==> images/io_placement.png <==
Pins as bars across the die edge, other pins in gray.
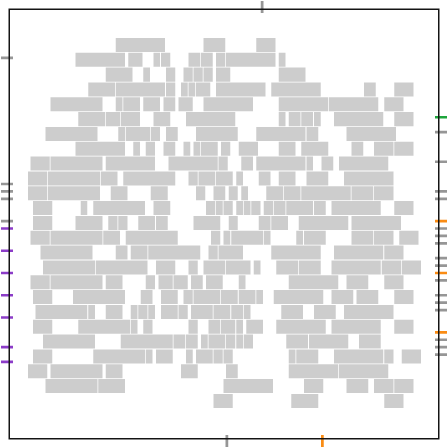
==> images/congestion.png <==
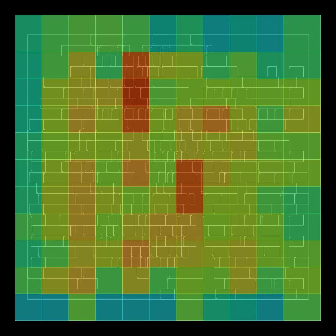
==> images/flops_by_reg.png <==
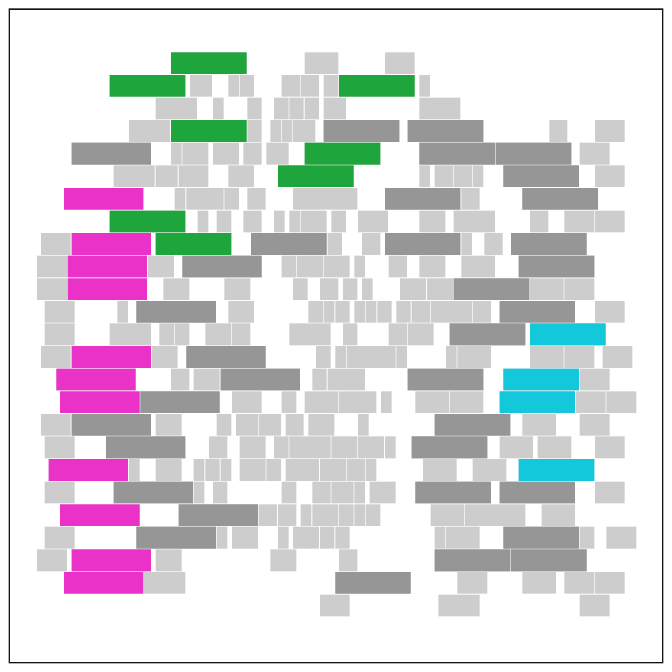
File: src/rtl/decodificador_display_7segmentos.sv
// rtl/decodificador_display_7segmentos.sv - recovers hex digits from a scanned active-low 7-segment bus
// Optional feature macro: DECODIFICADOR_CONTADOR_ERRORES_EN (adds o_Cuenta_errores)
module decodificador_display_7segmentos #(
   parameter int STABLE_CYCLES = 4
) (
   input  logic       i_Reloj,
   input  logic       i_Reset,
   input  logic [6:0] i_Segmentos,
   input  logic [3:0] i_Anodo_4_Bits,
   output logic [3:0] o_Datos_0,
   output logic [3:0] o_Datos_1,
   output logic [3:0] o_Datos_2,
   output logic [3:0] o_Datos_3,
   output logic [3:0] o_Valido_digito,
   output logic       o_Trama_valida,
   output logic       o_Error
`ifdef DECODIFICADOR_CONTADOR_ERRORES_EN
   ,
   output logic [7:0] o_Cuenta_errores
`endif
);

   localparam logic [7:0] UMBRAL = 8'(STABLE_CYCLES - 1);

   typedef enum logic {ESPERA, CAPTURADO} estado_t;

   estado_t         state_q, state_d;
   logic [10:0]     sync1_q, sync2_q;
   logic [7:0]      cnt_q, cnt_d;
   logic [3:0][3:0] datos_q, datos_d;
   logic [3:0]      valid_q, valid_d;
   logic [3:0]      mask_q, mask_d;
   logic            trama_q, trama_d;
   logic            error_q, error_d;

   logic            cambio;
   logic            captura;
   logic [3:0]      anodo;
   logic [6:0]      seg;
   logic [4:0]      glifo;
   logic            uno_frio;
   logic [1:0]      digito;

   // Result bit 4 flags a recognised glyph, bits 3:0 carry its hex value.
   function automatic logic [4:0] decodifica(input logic [6:0] s);
      case (s)
         7'b1000000: return 5'h10;
         7'b1111001: return 5'h11;
         7'b0100100: return 5'h12;
         7'b0110000: return 5'h13;
         7'b0011001: return 5'h14;
         7'b0010010: return 5'h15;
         7'b0000010: return 5'h16;
         7'b1111000: return 5'h17;
         7'b0000000: return 5'h18;
         7'b0010000: return 5'h19;
         7'b0001000: return 5'h1A;
         7'b0000011: return 5'h1B;
         7'b1000110: return 5'h1C;
         7'b0100001: return 5'h1D;
         7'b0000110: return 5'h1E;
         7'b0001110: return 5'h1F;
         default:    return 5'h00;
      endcase
   endfunction

   assign anodo = sync2_q[10:7];
   assign seg   = sync2_q[6:0];
   assign glifo = decodifica(seg);

   always_comb begin
      uno_frio = 1'b1;
      digito   = 2'd0;
      case (anodo)
         4'b1110: digito = 2'd0;
         4'b1101: digito = 2'd1;
         4'b1011: digito = 2'd2;
         4'b0111: digito = 2'd3;
         default: uno_frio = 1'b0;
      endcase
   end

   // sync1 holds the sample that becomes S on the next edge, so a mismatch means S is about to change.
   always_comb begin
      cambio  = (sync1_q != sync2_q);
      captura = (state_q == ESPERA) && (cnt_q == UMBRAL);
      if (cambio)
         cnt_d = 8'd0;
      else if (cnt_q == 8'hFF)
         cnt_d = cnt_q;
      else
         cnt_d = cnt_q + 8'd1;

      state_d = state_q;
      case (state_q)
         ESPERA:    if (captura && !cambio) state_d = CAPTURADO;
         CAPTURADO: if (cambio) state_d = ESPERA;
         default:   state_d = ESPERA;
      endcase
   end

   always_comb begin
      datos_d = datos_q;
      valid_d = valid_q;
      error_d = 1'b0;
      trama_d = (mask_q == 4'hF);
      mask_d  = trama_d ? 4'h0 : mask_q;
      if (captura && (anodo != 4'hF)) begin
         if (uno_frio && glifo[4]) begin
            datos_d[digito] = glifo[3:0];
            valid_d[digito] = 1'b1;
            mask_d[digito]  = 1'b1;
         end else begin
            error_d = 1'b1;
            mask_d  = mask_d & anodo;
         end
      end
   end

   always_ff @(posedge i_Reloj or negedge i_Reset) begin
      if (!i_Reset) begin
         sync1_q <= '1;
         sync2_q <= '1;
         cnt_q   <= 8'd0;
         state_q <= ESPERA;
         datos_q <= '0;
         valid_q <= 4'h0;
         mask_q  <= 4'h0;
         trama_q <= 1'b0;
         error_q <= 1'b0;
      end else begin
         sync1_q <= {i_Anodo_4_Bits, i_Segmentos};
         sync2_q <= sync1_q;
         cnt_q   <= cnt_d;
         state_q <= state_d;
         datos_q <= datos_d;
         valid_q <= valid_d;
         mask_q  <= mask_d;
         trama_q <= trama_d;
         error_q <= error_d;
      end
   end

   assign o_Datos_0       = datos_q[0];
   assign o_Datos_1       = datos_q[1];
   assign o_Datos_2       = datos_q[2];
   assign o_Datos_3       = datos_q[3];
   assign o_Valido_digito = valid_q;
   assign o_Trama_valida  = trama_q;
   assign o_Error         = error_q;

`ifdef DECODIFICADOR_CONTADOR_ERRORES_EN
   logic [7:0] cuenta_q, cuenta_d;

   always_comb begin
      cuenta_d = cuenta_q;
      if (error_d && (cuenta_q != 8'hFF)) cuenta_d = cuenta_q + 8'd1;
   end

   always_ff @(posedge i_Reloj or negedge i_Reset) begin
      if (!i_Reset) cuenta_q <= 8'd0;
      else          cuenta_q <= cuenta_d;
   end

   assign o_Cuenta_errores = cuenta_q;
`endif

endmodule

File: config.mk
export PLATFORM = sky130hd
export DESIGN_NAME = decodificador_display_7segmentos
export DESIGN_NICKNAME = d
export VERILOG_FILES = /design/src/rtl/decodificador_display_7segmentos.sv
export SDC_FILE = /design/constraint.sdc
export NUM_CORES = 1
export LEC_CHECK = 0
export ABC_CLOCK_PERIOD_IN_PS = 3950
export CAP_MARGIN = 20
export CORE_MARGIN = 3
export CORE_UTILIZATION = 50
export CTS_CLUSTER_DIAMETER = 150
export DETAILED_ROUTE_END_ITERATION = 8
export GPL_ROUTABILITY_DRIVEN = 0
export PLACE_DENSITY = 0.81
export SETUP_SLACK_MARGIN = 0.3
export SYNTH_ARGS = -nofsm -noshare
export SYNTH_HDL_FRONTEND = slang
export SYNTH_SLANG_ARGS = --single-unit
File: constraint.sdc
create_clock -name i_Reloj -period 3.95 [get_ports i_Reloj]
set_clock_uncertainty 0.05 [all_clocks]
set_input_delay 1.185 -clock i_Reloj [delete_from_list [all_inputs] [get_ports i_Reloj]]
set_output_delay 1.185 -clock i_Reloj [all_outputs]
set_load 0.01 [all_outputs]
==> run summary <==
Notes from the flow run.

STA:
- The run puts the hold violation total from the final report at 0.
- The run gives the final period demand of the worst path as 2.61 ns.
- The final timing report gives a worst setup slack of 1.34 ns.
- In the final report, the number of pins over their slew limit comes to 0.

Run status:
- The flow ran to the end, and the final reports show no timing, DRC or antenna violations.

Layout:
- In the final layout, flip-flops and latches occupy 0.00145 mm^2.
- The run puts the count of fill cells added during filler insertion at 426.
- According to the finish report, the design has a final net count of 274.
- The run puts the fraction of area in multi-input gates at 34.3%.

Power and ir drop:
- The internal power of the cells totals 881 uW.
- Of the total power, the clock network draws 39.3%.

Synth:
- The run puts the proportion of synthesized chip area in sequential cells at 55.3%.
- The run gives the async set-reset flop share out of synthesis as 100%.
- The synthesis report lists the most area-consuming cells as dfrtp_1, dfstp_2, xor2_1.
- The net count after synthesis is 241.

Die:
- Measured along the y axis, the die boundary spans 78.5 um.

Worst setup path:
- The critical path ends at o_Datos_1[2]$_DFFE_PN0P_.
- The worst setup path is captured at a flip-flop.

Clock tree:
- The run gives the buffer type at the clock tree root as clkbuf_8.

Routing:
- The run puts the routed length on met2 at 2280 um.

Hold path:
- The run puts the number of stages on the worst hold path at 0.
Back to the opening pictures, io_placement.png:
[o_Trama_valida] green | pins: 1 | direction: output | edge: right
[i_Segmentos] purple | pins: 7 | direction: input | edge: left
[o_Datos_2] orange | pins: 4 | direction: output | edge: 3 right, 1 bottom
all pins by edge: 20 right, 12 left, 2 bottom, 1 top

Back to the opening pictures, congestion.png:
post-detailed-route wirelength per cell: 14.1 um
met3 Track Usage GR: 4.24%

Back to the opening pictures, flops_by_reg.png:
[cnt_q] green | flops: 8
[sync1_q] magenta | flops: 11
[o_Datos_1] cyan | flops: 4 | where: middle right
not colored: 34

Power is estimated from default activity; no workload was simulated.
